pinout.png
Bar = 20 µm. Pins as bars across the die edge, other pins in grey.
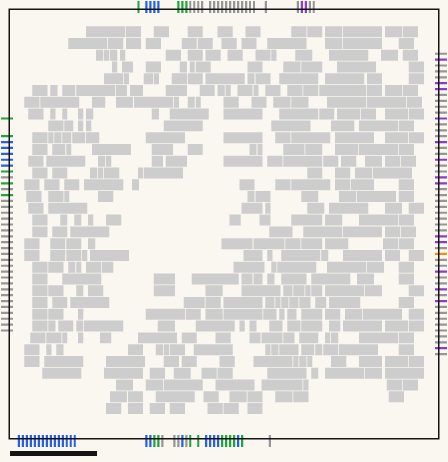
layers.png
Bar = 20 µm.
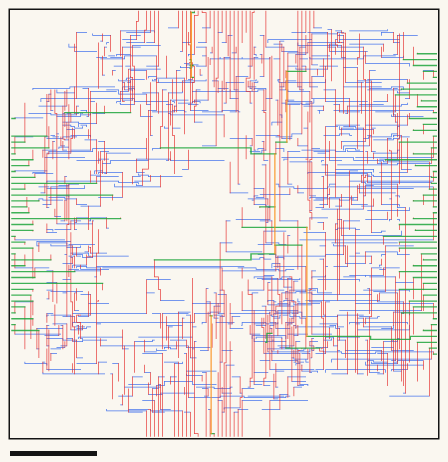
placed.png
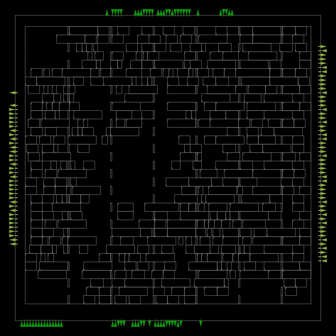
<file path="config.mk">
export PLATFORM = sky130hd
export DESIGN_NAME = mem_stage_sram_ctrl_flat
export DESIGN_NICKNAME = d
export VERILOG_FILES = /design/src/rtl/mem_stage_sram_ctrl_pkg.sv /design/src/rtl/mem_stage_sram_ctrl_if.sv /design/src/rtl/mem_stage_sram_ctrl.sv /design/src/flat_wrapper.sv
export SDC_FILE = /design/constraint.sdc
export NUM_CORES = 1
export LEC_CHECK = 0
export CORE_MARGIN = 3
export CORE_UTILIZATION = 37
export DETAILED_ROUTE_END_ITERATION = 8
export PLACE_DENSITY = 0.77
export SLEW_MARGIN = 20
export SYNTH_ARGS = -nofsm -noshare
export SYNTH_HDL_FRONTEND = slang
export SYNTH_SLANG_ARGS = --single-unit
</file>
<file path="constraint.sdc">
create_clock -name clk -period 2.45 [get_ports clk]
set_clock_uncertainty 0.15 [all_clocks]
set_input_delay 0.3675 -clock clk [delete_from_list [all_inputs] [get_ports clk]]
set_output_delay 0.3675 -clock clk [all_outputs]
set_load 0.05 [all_outputs]
</file>
<file path="src/rtl/mem_stage_sram_ctrl_pkg.sv">
// Shared definitions for the MEM-stage SRAM controller: FSM states and the
// external SRAM data width.
package mem_stage_sram_ctrl_pkg;

    localparam int SRAM_DW = 16;

    typedef enum logic [1:0] {
        IDLE = 2'd0,
        LO   = 2'd1,
        HI   = 2'd2,
        DONE = 2'd3
    } state_t;

endpackage

</file>
<file path="src/rtl/mem_stage_sram_ctrl_if.sv">
// Bus bundle between the EXE/MEM pipeline register, the controller and the SRAM pins.
// The controller takes the slave view; the pipeline/SRAM environment takes the master view.
interface mem_stage_sram_ctrl_if #(
    parameter int ADDR_W = 18
);
    import mem_stage_sram_ctrl_pkg::*;

    logic                MEM_R_EN;
    logic                MEM_W_EN;
    logic [31:0]         addr;
    logic [31:0]         wdata;
    logic [31:0]         rdata;
    logic                ready;
    logic                freeze;
    logic [ADDR_W-1:0]   sram_addr;
    logic [SRAM_DW-1:0]  sram_dq_o;
    logic                sram_dq_oe;
    logic [SRAM_DW-1:0]  sram_dq_i;
    logic                sram_we_n;

    modport master (
        output MEM_R_EN, MEM_W_EN, addr, wdata, sram_dq_i,
        input  rdata, ready, freeze, sram_addr, sram_dq_o, sram_dq_oe, sram_we_n
    );

    modport slave (
        input  MEM_R_EN, MEM_W_EN, addr, wdata, sram_dq_i,
        output rdata, ready, freeze, sram_addr, sram_dq_o, sram_dq_oe, sram_we_n
    );

endinterface

</file>
<file path="src/rtl/mem_stage_sram_ctrl.sv">
// Sequences a 32-bit MEM-stage load/store as two half-word phases on a 16-bit
// asynchronous SRAM, stalling the pipeline via freeze until the word completes.
module mem_stage_sram_ctrl
    import mem_stage_sram_ctrl_pkg::*;
#(
    parameter int WAIT_CYCLES = 4,
    parameter int BASE_ADDR   = 1024,
    parameter int ADDR_W      = 18
) (
    input logic                  clk,
    input logic                  rst,
    mem_stage_sram_ctrl_if.slave bus
);

    localparam int               CNT_W       = $clog2(WAIT_CYCLES + 1);
    localparam int               IDX_W       = ADDR_W - 1;
    localparam logic [CNT_W-1:0] CNT_LAST    = CNT_W'(WAIT_CYCLES - 1);
    localparam logic [31:0]      BASE        = 32'(BASE_ADDR);
    localparam bit               MULTI_CYCLE = (WAIT_CYCLES > 1);

    state_t             state, state_next;
    logic [CNT_W-1:0]   count, count_next;
    logic [ADDR_W-1:0]  addr_q, addr_next;
    logic [SRAM_DW-1:0] dq_q, dq_next;
    logic               oe_q, oe_next;
    logic               we_n_q, we_n_next;
    logic [31:0]        rdata_q;
    logic               ready_q;
    logic               req, is_write, cnt_last;
    logic               in_phase_next, half_next;
    logic [IDX_W-1:0]   word_idx;

    assign req      = bus.MEM_R_EN | bus.MEM_W_EN;
    assign is_write = bus.MEM_W_EN;
    assign cnt_last = (count == CNT_LAST);
    // Offset wraps in 32 bits; anything above the SRAM address range is dropped.
    assign word_idx = IDX_W'((bus.addr - BASE) >> 2);

    assign bus.freeze     = req && (state != DONE);
    assign bus.ready      = ready_q;
    assign bus.rdata      = rdata_q;
    assign bus.sram_addr  = addr_q;
    assign bus.sram_dq_o  = dq_q;
    assign bus.sram_dq_oe = oe_q;
    assign bus.sram_we_n  = we_n_q;

    always_comb begin
        state_next = state;
        count_next = count;
        case (state)
            IDLE: begin
                if (req) begin
                    state_next = LO;
                    count_next = '0;
                end
            end
            LO: begin
                if (cnt_last) begin
                    state_next = HI;
                    count_next = '0;
                end else begin
                    count_next = count + CNT_W'(1);
                end
            end
            HI: begin
                if (cnt_last) state_next = DONE;
                else          count_next = count + CNT_W'(1);
            end
            DONE:    state_next = IDLE;
            default: state_next = IDLE;
        endcase

        // Pins are registered from the next state so they line up with the phase.
        in_phase_next = (state_next == LO) || (state_next == HI);
        half_next     = (state_next == HI);
        addr_next     = addr_q;
        dq_next       = dq_q;
        if (in_phase_next) begin
            addr_next = {word_idx, half_next};
            dq_next   = half_next ? bus.wdata[31:16] : bus.wdata[15:0];
        end
        oe_next   = in_phase_next && is_write;
        // The strobe rises one cycle before the phase ends so data is held past we_n.
        we_n_next = !(in_phase_next && is_write &&
                      !(MULTI_CYCLE && (count_next == CNT_LAST)));
    end

    always_ff @(posedge clk or posedge rst) begin
        if (rst) begin
            state   <= IDLE;
            count   <= '0;
            addr_q  <= '0;
            dq_q    <= '0;
            oe_q    <= 1'b0;
            we_n_q  <= 1'b1;
            rdata_q <= '0;
            ready_q <= 1'b0;
        end else begin
            state   <= state_next;
            count   <= count_next;
            addr_q  <= addr_next;
            dq_q    <= dq_next;
            oe_q    <= oe_next;
            we_n_q  <= we_n_next;
            ready_q <= (state_next == DONE);
            if (state == LO && cnt_last && !is_write) rdata_q[15:0]  <= bus.sram_dq_i;
            if (state == HI && cnt_last && !is_write) rdata_q[31:16] <= bus.sram_dq_i;
        end
    end

endmodule

</file>
<file path="src/flat_wrapper.sv">
// flat-port wrapper written by rule: the top's interface ports become plain ports
module mem_stage_sram_ctrl_flat import mem_stage_sram_ctrl_pkg::*;
#(
    parameter int WAIT_CYCLES = 4,
    parameter int BASE_ADDR   = 1024,
    parameter int ADDR_W      = 18
)
  (clk, rst, bus_MEM_R_EN, bus_MEM_W_EN, bus_addr, bus_wdata, bus_sram_dq_i, bus_rdata, bus_ready, bus_freeze, bus_sram_addr, bus_sram_dq_o, bus_sram_dq_oe, bus_sram_we_n);
  mem_stage_sram_ctrl_if #(.ADDR_W(ADDR_W)) bus_i ();
  input logic clk;
  input logic rst;
  input wire logic [$bits(bus_i.MEM_R_EN)-1:0] bus_MEM_R_EN;
  input wire logic [$bits(bus_i.MEM_W_EN)-1:0] bus_MEM_W_EN;
  input wire logic [$bits(bus_i.addr)-1:0] bus_addr;
  input wire logic [$bits(bus_i.wdata)-1:0] bus_wdata;
  input wire logic [$bits(bus_i.sram_dq_i)-1:0] bus_sram_dq_i;
  output wire logic [$bits(bus_i.rdata)-1:0] bus_rdata;
  output wire logic [$bits(bus_i.ready)-1:0] bus_ready;
  output wire logic [$bits(bus_i.freeze)-1:0] bus_freeze;
  output wire logic [$bits(bus_i.sram_addr)-1:0] bus_sram_addr;
  output wire logic [$bits(bus_i.sram_dq_o)-1:0] bus_sram_dq_o;
  output wire logic [$bits(bus_i.sram_dq_oe)-1:0] bus_sram_dq_oe;
  output wire logic [$bits(bus_i.sram_we_n)-1:0] bus_sram_we_n;
  assign bus_i.MEM_R_EN = bus_MEM_R_EN;
  assign bus_i.MEM_W_EN = bus_MEM_W_EN;
  assign bus_i.addr = bus_addr;
  assign bus_i.wdata = bus_wdata;
  assign bus_i.sram_dq_i = bus_sram_dq_i;
  assign bus_rdata = bus_i.rdata;
  assign bus_ready = bus_i.ready;
  assign bus_freeze = bus_i.freeze;
  assign bus_sram_addr = bus_i.sram_addr;
  assign bus_sram_dq_o = bus_i.sram_dq_o;
  assign bus_sram_dq_oe = bus_i.sram_dq_oe;
  assign bus_sram_we_n = bus_i.sram_we_n;
  mem_stage_sram_ctrl #(.WAIT_CYCLES(WAIT_CYCLES), .BASE_ADDR(BASE_ADDR), .ADDR_W(ADDR_W)) u_core (.clk(clk), .rst(rst), .bus(bus_i));
endmodule
</file>
==> job_summary.md <==
### Metrics collected by this job

| Metric | Value |
|---|---|
| CTS tree | done |
| Clk pin slew, worst setup/hold paths | around 0.08 ns |
| Async set-or-reset flop fraction in the synthesized netlist | 1.00 |
| Max H-tree Level | 3 |
| RSZ-0062 raised after global routing | false |
| DR WL met2 | about 3.7 mm |
| MI comb cells | approximately 150 |
| Core Util, Final | 0.605 |
| Outcome | finished, final reports clean |
| Core ar. | about 8300 µm² |
| Placed cell count | slightly below 500 |
| Comb. cell area | 1220 µm² |
| FILL cells | between 600 and 700 |
| Pin count of the biggest net entering global routing | 28 |
| Inverters excl. clock | 9 |
| CTS Buffer Depth | 2 |
| CP Launch Type | flip-flop |
| Setup_tns | 0 ns |
| Pins Over Slew Limit | 0 |
| Yosys cell types | 36 |
| Top cells excl fill/tap | clkdlybuf4s50_1, dfrtp_1, mux2_2 |
| WS Path Type | flip-flop to flip-flop |
| GRT met2 Usage | 0.276 |
| Post-CTS Hold Buffers | 0 |
| FF-to-FF Start | u_core.count[0]$_DFF_PP0_ |
| Reg2Reg Depth | 8 |
| Biggest Area Class | registers |
| Global placer's final weighted congestion | 0.741 |
| Port Buf Inserts | between 100 and 150 |
| Flop area | between 1500 and 2000 µm² |
| Share of post-route cells with drive strength above 1 | 0.198 |
| Power per cell area | around 1700 nW/µm² |
| Final setup viols | 0 |
| Tot GR Track Use | 0.165 |
| Antenna-violating nets left | 0 |
| Hold Path Class | input port to asynchronous set/reset pin |
| Post-synth EDFFs | 0 |
| Final WS setup | between 0.2 and 0.25 ns |
| Yosys Warn Count | 0 |
| CTS resizes | 0 |
| Vias | approximately 2,500 |
| Seq cells | 74 |
| CTS sink cnt | around 74 |
| Met1 Track Usage GR | 0.204 |
| CP Max Fanout | 14 |
| Synth Flop Type | dfrtp_1 |
| Clock buf count | 12 |
| Combinational share of cell area | 0.243 |
| Max Cap Violations | 0 |
| CP required | between 2 and 3 ns |
| Crit path capture type | flip-flop |
| Antenna cell count | 0 |
| Die Wd | approximately 99 µm |
| Slew @ Worst Pin | ~0.55 ns |
| Root Driver | clkbuf_8 |
| Max reg flops | 32 |
| Global route total overflow | 0 |
| Die Size | 9770 µm² |
| Peak supply drop | around 0.69 mV |
| Post-synth seq share | 0.581 |
| Reg2reg end | u_core.bus.sram_addr[8]$_DFFE_PP0N_ |
| First-pass GRT wire length | 12.7 mm |
| Mapped Cells | about 250 |
| 1st-pass router iterations | 6 |
| Synthesized area | approximately 3200 µm² |
| Fin area | between 5000 and 6000 µm² |
| Synth Net Count | roughly 340 |
| Fmax | 448 MHz |
| Top cell excl fill/tap | clkdlybuf4s50_1 |
| Final WL | approximately 7.7 mm |
| Rel. slew slack | 0.633 |
| Top area cell types | dfrtp_1, mux2_2, mux2i_1 |
| Top area contributor share | 0.573 |
| Fin. Hold Viols | 0 |
| Nets | approximately 490 |
| Die height | 98.8 µm |
| Placed cell areas | 4790 µm² |
| Worst Path Arrival | roughly 2.3 ns |
| Pre-CTS setup slack | -0.0366 ns |
| Synth area leader | dfrtp_1 |
| Tmin final | around 2.2 ns |
| Syn Area/Cell | around 13 µm² |
| Via density per instance | around 4.8 |
| Clk_lat worst skew | 0.34 ns |
| WL per Instance | 15.0 µm |
| Peak-usage layer in the global routing report | met2 |
| Top cells by count, synth | dfrtp_1, mux2_2, nor2_1, a21oi_1, mux2i_1 |
| Fraction of area in non-clock buffers | 0.308 |
| Clock buf/inv share | 0.0473 |
| Worst-case hold slack | around 0.17 ns |
| FP Core Util | 0.384 |
| Area Overhead vs Synth | 57.5% |
| Tap Cells | between 100 and 150 |
| Tool warnings | between 40 and 50 |
| DRT iter0 DRCs | 28 |
| Total Power | between 0.008 and 0.009 W |
| R2r setup slk | between 0.2 and 0.25 ns |
| Yosys cell count | about 250 |
| Vias in the first global route | 2,566 |
| Most common cell in the netlist | dfrtp_1 |
| DR top layer | met4 |
About pinout.png:
Key: orange = bus_ready [pins 1, direction output, edge east]; blue = bus_addr [pins 32, direction input, edge 23 south, 5 west, 4 north]; green = bus_sram_addr [pins 18, direction output, edge 9 south, 5 west, 4 north]; purple = bus_sram_dq_i [pins 16, direction input, edge 14 east, 2 north]

About layers.png:
Key: orange = M4 [wire length 107 µm]; blue = M1 [wire length 3,260 µm]; green = M3 [wire length 606 µm]; red = M2 [wire length 3,680 µm]

About placed.png:
Seq/total area: 0.369
fin cells: 509
row cnt: 33

-- how the worst max path moves through the flow --
stage                                                 to                      start  cells past startpoint
CTS                  u_core.bus.sram_dq_o[8]$_DFFE_PP0N_  u_core.count[0]$_DFF_PP0_                      9
global placement     u_core.bus.sram_addr[2]$_DFFE_PP0N_               bus_MEM_W_EN                      7
finish               u_core.bus.sram_addr[8]$_DFFE_PP0N_  u_core.count[0]$_DFF_PP0_                      8
floorplan           u_core.bus.sram_addr[10]$_DFFE_PP0N_  u_core.state[0]$_DFF_PP0_                      9
global route        u_core.bus.sram_addr[17]$_DFFE_PP0N_  u_core.count[0]$_DFF_PP0_                      9
detailed placement  u_core.bus.sram_addr[17]$_DFFE_PP0N_               bus_MEM_W_EN                      9
-- worst max-delay path, cell delays in order, from the launching register on --
cell and delay, ns:
dfrtp_1 0.41, ha_1 0.24, nor2b_4 0.15, nand2_1 0.06
o21ai_0 0.07, and2_1 0.20, ha_2 0.36, buf_12 0.15
mux2_2 0.34
-- cells by family (layout without fill, tap and decap cells) --
| kind of cell | count (synthesis) | count (layout) | share of synthesized area |
|---|---|---|---|
| flip-flops | 74 | 74 | 0.581 |
| multiplexers | 57 | 57 | 0.207 |
| AND/OR/NAND/NOR | 48 | 48 | 0.0749 |
| AND-OR/OR-AND | 37 | 37 | 0.0643 |
| buffers and inverters | 23 | 177 | 0.0369 |
| XOR/XNOR | 6 | 6 | 0.0165 |
| adder cells (fa/ha/maj) | 5 | 5 | 0.0196 |
-- power breakdown --
part / switching (W) / internal [W]
clock network: 0.000436 / 0.000655
registers: 0.000334 / 0.00186
logic: 0.00326 / 0.00202
Power is estimated from default activity; no workload was simulated.
